--- src/rtl/snn_pkg.sv ---
// Shared types and helpers for the spiking neural network layer:
// FSM state encoding, delay-counter width and saturating arithmetic.
package snn_pkg;

  typedef enum logic [1:0] {
    IDLE  = 2'd0,
    ACCUM = 2'd1,
    OUT   = 2'd2
  } state_t;

  // Width of each per-neuron "steps since last spike" counter.
  localparam int DELAY_W   = 4;
  localparam int DELAY_MAX = (1 << DELAY_W) - 1;

  // Clamp a value into [lo, hi].
  function automatic int clamp(input int x, input int lo, input int hi);
    if (x < lo) return lo;
    if (x > hi) return hi;
    return x;
  endfunction

  // Increment a delay counter, holding at its maximum.
  function automatic logic [DELAY_W-1:0] delay_inc(input logic [DELAY_W-1:0] d);
    return (d == DELAY_W'(DELAY_MAX)) ? d : d + 1'b1;
  endfunction

endpackage

--- src/rtl/snn_lif_neuron.sv ---
// Leaky integrate-and-fire neuron: membrane potential, refractory counter
// and steps-since-last-spike counter. Accumulates one weight per ACCUM
// cycle; the last ACCUM cycle applies the leak and decides firing.
module snn_lif_neuron
  import snn_pkg::*;
#(
  parameter int W_WIDTH = 8,
  parameter int V_WIDTH = 16,
  parameter int THRESH  = 100,
  parameter int LEAK    = 1,
  parameter int REFRACT = 2
) (
  input  logic                      clk,
  input  logic                      reset,
  input  logic                      accum,
  input  logic                      last,
  input  logic                      in_bit,
  input  logic signed [W_WIDTH-1:0] weight,
  output logic                      fire,
  output logic [DELAY_W-1:0]        delay
);

  localparam int V_MAX = (1 << (V_WIDTH - 1)) - 1;
  localparam int R_W   = (REFRACT > 0) ? $clog2(REFRACT + 1) : 1;

  logic signed [V_WIDTH-1:0] v;
  logic [R_W-1:0]            refr;
  logic                      add;
  int                        sum;
  int                        leaked;

  // Saturating accumulate, leak and fire decision for the current cycle.
  always_comb begin
    // NOTE: every always_comb output gets a value on every path, so no latch is inferred.
    add    = accum && in_bit && (refr == '0);
    sum    = add ? clamp(int'(v) + int'(weight), 0, V_MAX) : int'(v);
    leaked = clamp(sum - LEAK, 0, V_MAX);
    fire   = accum && last && (refr == '0) && (leaked >= THRESH);
  end

  // Membrane, refractory and delay state update.
  always_ff @(posedge clk) begin
    // NOTE: state registers use non-blocking assignments so all flops update together at the edge.
    if (!reset) begin
      v     <= '0;
      refr  <= '0;
      delay <= DELAY_W'(DELAY_MAX);
    end else if (accum) begin
      if (!last) begin
        v <= V_WIDTH'(sum);
      end else if (fire) begin
        v     <= '0;
        refr  <= R_W'(REFRACT);
        delay <= '0;
      end else begin
        v     <= V_WIDTH'(leaked);
        delay <= delay_inc(delay);
        if (refr != '0) refr <= refr - 1'b1;
      end
    end
  end

endmodule

--- src/rtl/snn_layer.sv ---
// Fully connected spiking layer: N_IN input spikes per time step drive
// N_OUT LIF neurons through a writable weight matrix. One step is
// accepted in IDLE, accumulated over N_IN ACCUM cycles (one input per
// cycle) and presented in OUT until the consumer takes it.
// Optional feature: define SNN_STDP_EN to enable a simple +1/-1 weight
// update for every neuron that fires, applied on entry to OUT.
module snn_layer
  import snn_pkg::*;
#(
  parameter int N_IN    = 3,
  parameter int N_OUT   = 4,
  parameter int W_WIDTH = 8,
  parameter int V_WIDTH = 16,
  parameter int THRESH  = 100,
  parameter int LEAK    = 1,
  parameter int REFRACT = 2,
  localparam int IW     = (N_IN  > 1) ? $clog2(N_IN)  : 1,
  localparam int OW     = (N_OUT > 1) ? $clog2(N_OUT) : 1
) (
  input  logic                       clk,
  input  logic                       reset,
  input  logic                       in_valid,
  input  logic [N_IN-1:0]            in_spike,
  output logic                       in_ready,
  output logic                       out_valid,
  input  logic                       out_ready,
  output logic [N_OUT-1:0]           out_spike,
  output logic [DELAY_W*N_OUT-1:0]   out_delay,
  input  logic                       w_we,
  input  logic [IW-1:0]              w_in_idx,
  input  logic [OW-1:0]              w_out_idx,
  input  logic signed [W_WIDTH-1:0]  w_data
);

  state_t                    state_q, state_d;
  logic [IW-1:0]             k;
  logic [N_IN-1:0]           spike_r;
  logic signed [W_WIDTH-1:0] w_mem [N_IN][N_OUT];
  logic                      accum;
  logic                      last;
  logic [N_OUT-1:0]          fire;

  assign in_ready  = (state_q == IDLE);
  assign out_valid = (state_q == OUT);
  assign accum     = (state_q == ACCUM);
  assign last      = accum && (k == IW'(N_IN - 1));

  // FSM state register.
  always_ff @(posedge clk) begin
    if (!reset) state_q <= IDLE;
    else        state_q <= state_d;
  end

  // FSM next-state logic.
  always_comb begin
    state_d = state_q;
    unique case (state_q)
      IDLE:    if (in_valid)  state_d = ACCUM;
      ACCUM:   if (last)      state_d = OUT;
      OUT:     if (out_ready) state_d = IDLE;
      default:                state_d = IDLE;
    endcase
  end

  // Capture the step's input spikes, walk the input index, latch the spike vector.
  always_ff @(posedge clk) begin
    if (!reset) begin
      k         <= '0;
      spike_r   <= '0;
      out_spike <= '0;
    end else begin
      if (in_ready && in_valid) begin
        spike_r <= in_spike;
        k       <= '0;
      end else if (accum && !last) begin
        k <= k + 1'b1;
      end
      if (last) out_spike <= fire;
    end
  end

  // Weight matrix: host writes in IDLE only, optional STDP on OUT entry.
  always_ff @(posedge clk) begin
    // NOTE: the weight array is small and must start from zero, so it is reset like ordinary flops.
    if (!reset) begin
      for (int i = 0; i < N_IN; i++)
        for (int j = 0; j < N_OUT; j++)
          w_mem[i][j] <= '0;
    end else if (state_q == IDLE) begin
      if (w_we && (int'(w_in_idx) < N_IN) && (int'(w_out_idx) < N_OUT))
        w_mem[w_in_idx][w_out_idx] <= w_data;
    end
`ifdef SNN_STDP_EN
    else if (last) begin
      for (int i = 0; i < N_IN; i++)
        for (int j = 0; j < N_OUT; j++)
          if (fire[j])
            w_mem[i][j] <= W_WIDTH'(clamp(int'(w_mem[i][j]) + (spike_r[i] ? 1 : -1),
                                          -(1 << (W_WIDTH - 1)), (1 << (W_WIDTH - 1)) - 1));
    end
`endif
  end

  for (genvar j = 0; j < N_OUT; j++) begin : g_neuron
    snn_lif_neuron #(
      .W_WIDTH (W_WIDTH),
      .V_WIDTH (V_WIDTH),
      .THRESH  (THRESH),
      .LEAK    (LEAK),
      .REFRACT (REFRACT)
    ) u_neuron (
      .clk    (clk),
      .reset  (reset),
      .accum  (accum),
      .last   (last),
      .in_bit (spike_r[k]),
      .weight (w_mem[k][j]),
      .fire   (fire[j]),
      .delay  (out_delay[DELAY_W*j +: DELAY_W])
    );
  end

endmodule

--- config.mk ---
export PLATFORM = sky130hd
export DESIGN_NAME = snn_layer
export DESIGN_NICKNAME = d
export VERILOG_FILES = /design/src/rtl/snn_pkg.sv /design/src/rtl/snn_lif_neuron.sv /design/src/rtl/snn_layer.sv
export SDC_FILE = /design/constraint.sdc
export NUM_CORES = 1
export LEC_CHECK = 0
export CELL_PAD_IN_SITES_DETAIL_PLACEMENT = 0
export CELL_PAD_IN_SITES_GLOBAL_PLACEMENT = 1
export CORE_ASPECT_RATIO = 0.75
export CORE_MARGIN = 5
export CORE_UTILIZATION = 45
export CTS_CLUSTER_DIAMETER = 60
export DETAILED_ROUTE_END_ITERATION = 8
export PLACE_DENSITY = 0.74
export SLEW_MARGIN = 25
export SYNTH_ARGS = -nofsm -noshare
export SYNTH_HDL_FRONTEND = slang
export SYNTH_HIERARCHICAL = 1
export SYNTH_SLANG_ARGS = --single-unit
--- constraint.sdc ---
create_clock -name clk -period 7.3 [get_ports clk]
set_input_delay 1.46 -clock clk [delete_from_list [all_inputs] [get_ports clk]]
set_output_delay 1.46 -clock clk [all_outputs]
set_load 0.01 [all_outputs]
### Cell placement

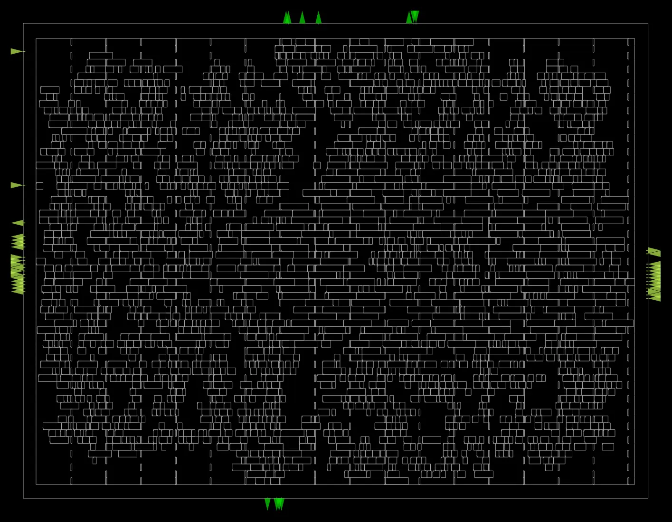
sequential share of cell area: 28.03%
floorplan row count: 65
TAP cells: 569
Floorplan Core Area: 0.04197 mm^2

### Ports around the boundary

Pins as bars across the die edge, other pins in gray.
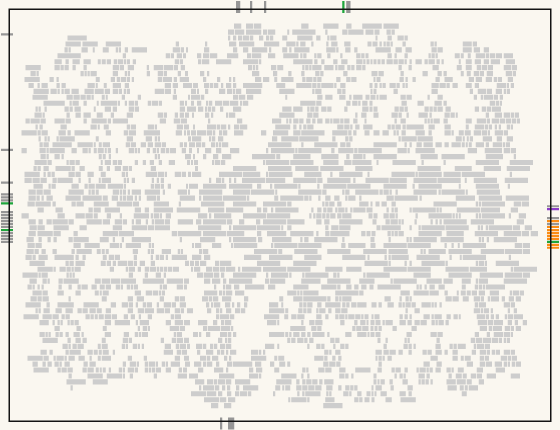
| color | port | pins | direction | edge |
|---|---|---|---|---|
| green | out_spike | 4 | output | 2 left, 1 right, 1 top |
| orange | w_data | 8 | input | right |
| purple | w_we | 1 | input | right |

### Clock distribution

The bar under the picture is 50 um long.
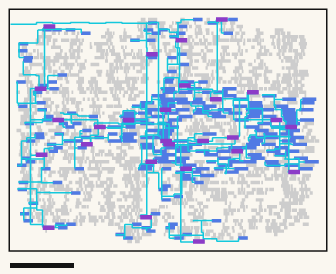
[blue] flip-flops | count: 229
[purple] cells driving clock nets | count: 27
[cyan] clock wires | length: 3460 um
routed clock nets: 28

==> impl_metrics.ini <==
; yosys + openroad results
[routing]
route.met3.wl_um = 5865
uppermost_routed_layer = met4
detail_route.wirelength.met1_um = 29770
dr_wl_met2_um = 23470
initialDrtViolationCount = 1773
postRouteAntennaNets = 0
drt_drc_violations_left = 0
wirelength_um = 60200
via_count_of_the_routed_design = 17848
firstDrtPassIters = 5
routed_wire_per_std_cell_um = 21.66
detail_route.vias_per_cell = 6.422

[global_routing]
number_of_global_route_vias_before_repair = 16422
pin_count_of_the_biggest_net_entering_global_routing = 56
antenna_found_initial = 2
grt_pass1_wl_um = 93450
grt_overflow_total = 0
grt_util_all_layers_pct = 24.78

[job]
log.warning_count = 42
cap_viol_max_count = 0

[cells_and_area]
filler_cell_count = 4004
area_share_clock_buf_inv_pct = 4.256
lay_top_cells = 191 x sky130_fd_sc_hd__nand2_1, 166 x sky130_fd_sc_hd__nor2_1, 141 x sky130_fd_sc_hd__a21oi_1
seq_area_mm2 = 0.005867
fin_util_pct = 49.88
multi_input_comb_cells = 1787
area.share.combinational_pct = 59.87
syn2layout_area_growth_pct = 9.755
signal_buf_overhead_pct = 3.204
layout.area.top_class = logic gates
nNetsFinal = 2302
antennaDiodeCount = 2
multi_input_gate_area_in_the_final_layout_mm2 = 0.01253
design_area_mm2 = 0.02093
layout.cells.most_common = sky130_fd_sc_hd__nand2_1
clockBufferCount = 35
ff_count = 229
n_all_inverters = 68
layout-drive-gt1-share_pct = 10.05
instances_no_fill = 2779
n_all_buffers = 76

[power_and_ir_drop]
comb_pwr_mw = 1.33
internal-power_mw = 2.670
power.share.combinational_pct = 32.1
clock_net_power_mw = 1.37
power.density_cell_area_mw_per_mm2 = 198.3
power.clock.fraction_pct = 32.9
netSwitchingPower_mw = 1.480
irDropWorstVdd_mv = 0.1769
total_leakage_power_nw = 7.865
top_power_group = sequential cells
netSwitchingFraction_pct = 35.66
seqPwrFrac_pct = 35.0
total_power_mw = 4.150
seq_power_mw = 1.45

[critical_path]
path_cells = buf_4 > mux4_2 > ha_1 > a21o_1 > a211o_1 > a22oi_1 > o21a_1 > a2bb2oi_1 > ha_1 > nand2_1 > a21oi_1 > and4_1 > a22oi_1 > o32ai_1 > o2111ai_1 > nor3_1 > a31oi_1 > o31ai_1
critical_path.startpoint_type = flop
critical_path_required_ps = 7780
cp_max_fo = 19
worst-endpoint-arrival_ps = 7120
worst-setup-path-type = flop to flop
critical_path.max_stage_delay_ps = 660
path_buffers = 1
critical_path.top_delay_family = AND-OR/OR-AND gates
cell_with_the_biggest_individual_delay_on_the_critical_path = sky130_fd_sc_hd__mux4_2
crit_path_end_kind = flop

[cts]
cts_tree = built
cts_post_setup_buffers_inserted = 0
post_cts_resize_count = 0
insertion_delay_ps = 570
ctsRootBufferMaster = sky130_fd_sc_hd__clkbuf_16
ctsLongestPathBuffers = 3
post_cts_hold_buffers = 0
clock-sinks = 229
tritoncts.num_buffers = 27
cts-htree-levels = 1
clk_pin_slew_ps = 60

[place]
post-place-cells = 2729
placement.setup.worst_slack_ps = 606.7
post_dp_cell_area_mm2 = 0.02003
place.detailed.hpwl_um = 45500
gp_congestion = 0.9373
portBuffers = 41

[floorplan]
core_util_floorplan_pct = 45.45
ioPinCount = 42
die_w_um = 247.7
die-height_um = 188.3
dieArea_mm2 = 0.04664

[sta]
post-route-worst-setup-slack_ps = 651.1
setup_tns_ps = 0
final_min_period_over_clock_period_pct = 91.08
number_of_endpoints_with_negative_hold_slack_in_the_final_report = 0
worst_pin_slew_ps = 1005
setup_repair_after_global_routing_missed_its_margin = false
finalHoldWorstSlack_ps = 461.1
slew_headroom_pct = 32.52
final_period_minus_worst_setup_slack_ps = 6649
report.final.slew_viol_count = 0
finalSetupViolations = 0
fmax_ghz = 0.1504
final.setup_skew_ps = 17.43

[synth]
post_synth_fa_ha_maj_area_fraction_pct = 6.259
ys_top_logic_family = AND-OR/OR-AND gates
ys_chip_area_mm2 = 0.01907
synth_compound_gate_area_share_pct = 30.86
synth.yosys.warnings = 6
synth_top_cell_by_count = sky130_fd_sc_hd__nand2_1
syn_area_per_cell_um2 = 8.813
synth_async_sr_flop_share_pct = 0
numSynthFlops = 229
yosysTopAreaCell = sky130_fd_sc_hd__edfxtp_1
synth_sequential_area_ratio_pct = 30.76
netlist_top_cells_count = 191 x sky130_fd_sc_hd__nand2_1, 166 x sky130_fd_sc_hd__nor2_1, 141 x sky130_fd_sc_hd__a21oi_1, 140 x sky130_fd_sc_hd__o21ai_0, 128 x sky130_fd_sc_hd__edfxtp_1
netlist-cell-type-count = 109
netlist_instances = 2164
simple_gate_area_share_pct = 20.04
yosys-stat-cells = 2164
xor_area_share_pct = 2.939
edf_count = 128
primary_flip_flop_cell_chosen_by_synthesis_mapping = sky130_fd_sc_hd__edfxtp_1
synthMuxAreaShare_pct = 4.933
synth.top_cells.by_area = sky130_fd_sc_hd__edfxtp_1 20%, sky130_fd_sc_hd__dfxtp_1 11%, sky130_fd_sc_hd__ha_1 5.8%
top_cell_area_share_pct = 20.15
synth.cell_area_mm2 = 0.01907

[run_status]
status = completed

[hold_path]
hold_path.class = flop to flop
==> state kept, by name, summed over array words and instances (netlist names), named ones only <==
register,flops
k,2
g_neuron.u_neuron/refr,8
out_spike,4
state_q,2
g_neuron.u_neuron/delay,16
w_mem,128
g_neuron.u_neuron/v,64
spike_r,3
==> path summary, 6_finish.rpt <==
path,from,depth (start not counted),slack [ps],to
setup / recovery,flop,18,650,g_neuron[0].u_neuron/v[11]
hold / removal,g_neuron[1].u_neuron/refr[1],2,460,g_neuron[1].u_neuron/refr[1]
setup reg to reg,flop,18,650,g_neuron[0].u_neuron/v[11]
hold reg to reg,g_neuron[1].u_neuron/refr[1],2,460,g_neuron[1].u_neuron/refr[1]
==> metal layers <==
metal	global-route usage, %	vias up
li1	-	8389
met1	40.43	8651
met2	33.22	745
met3	5.190	63
met4	4.885	0
met5	0	-
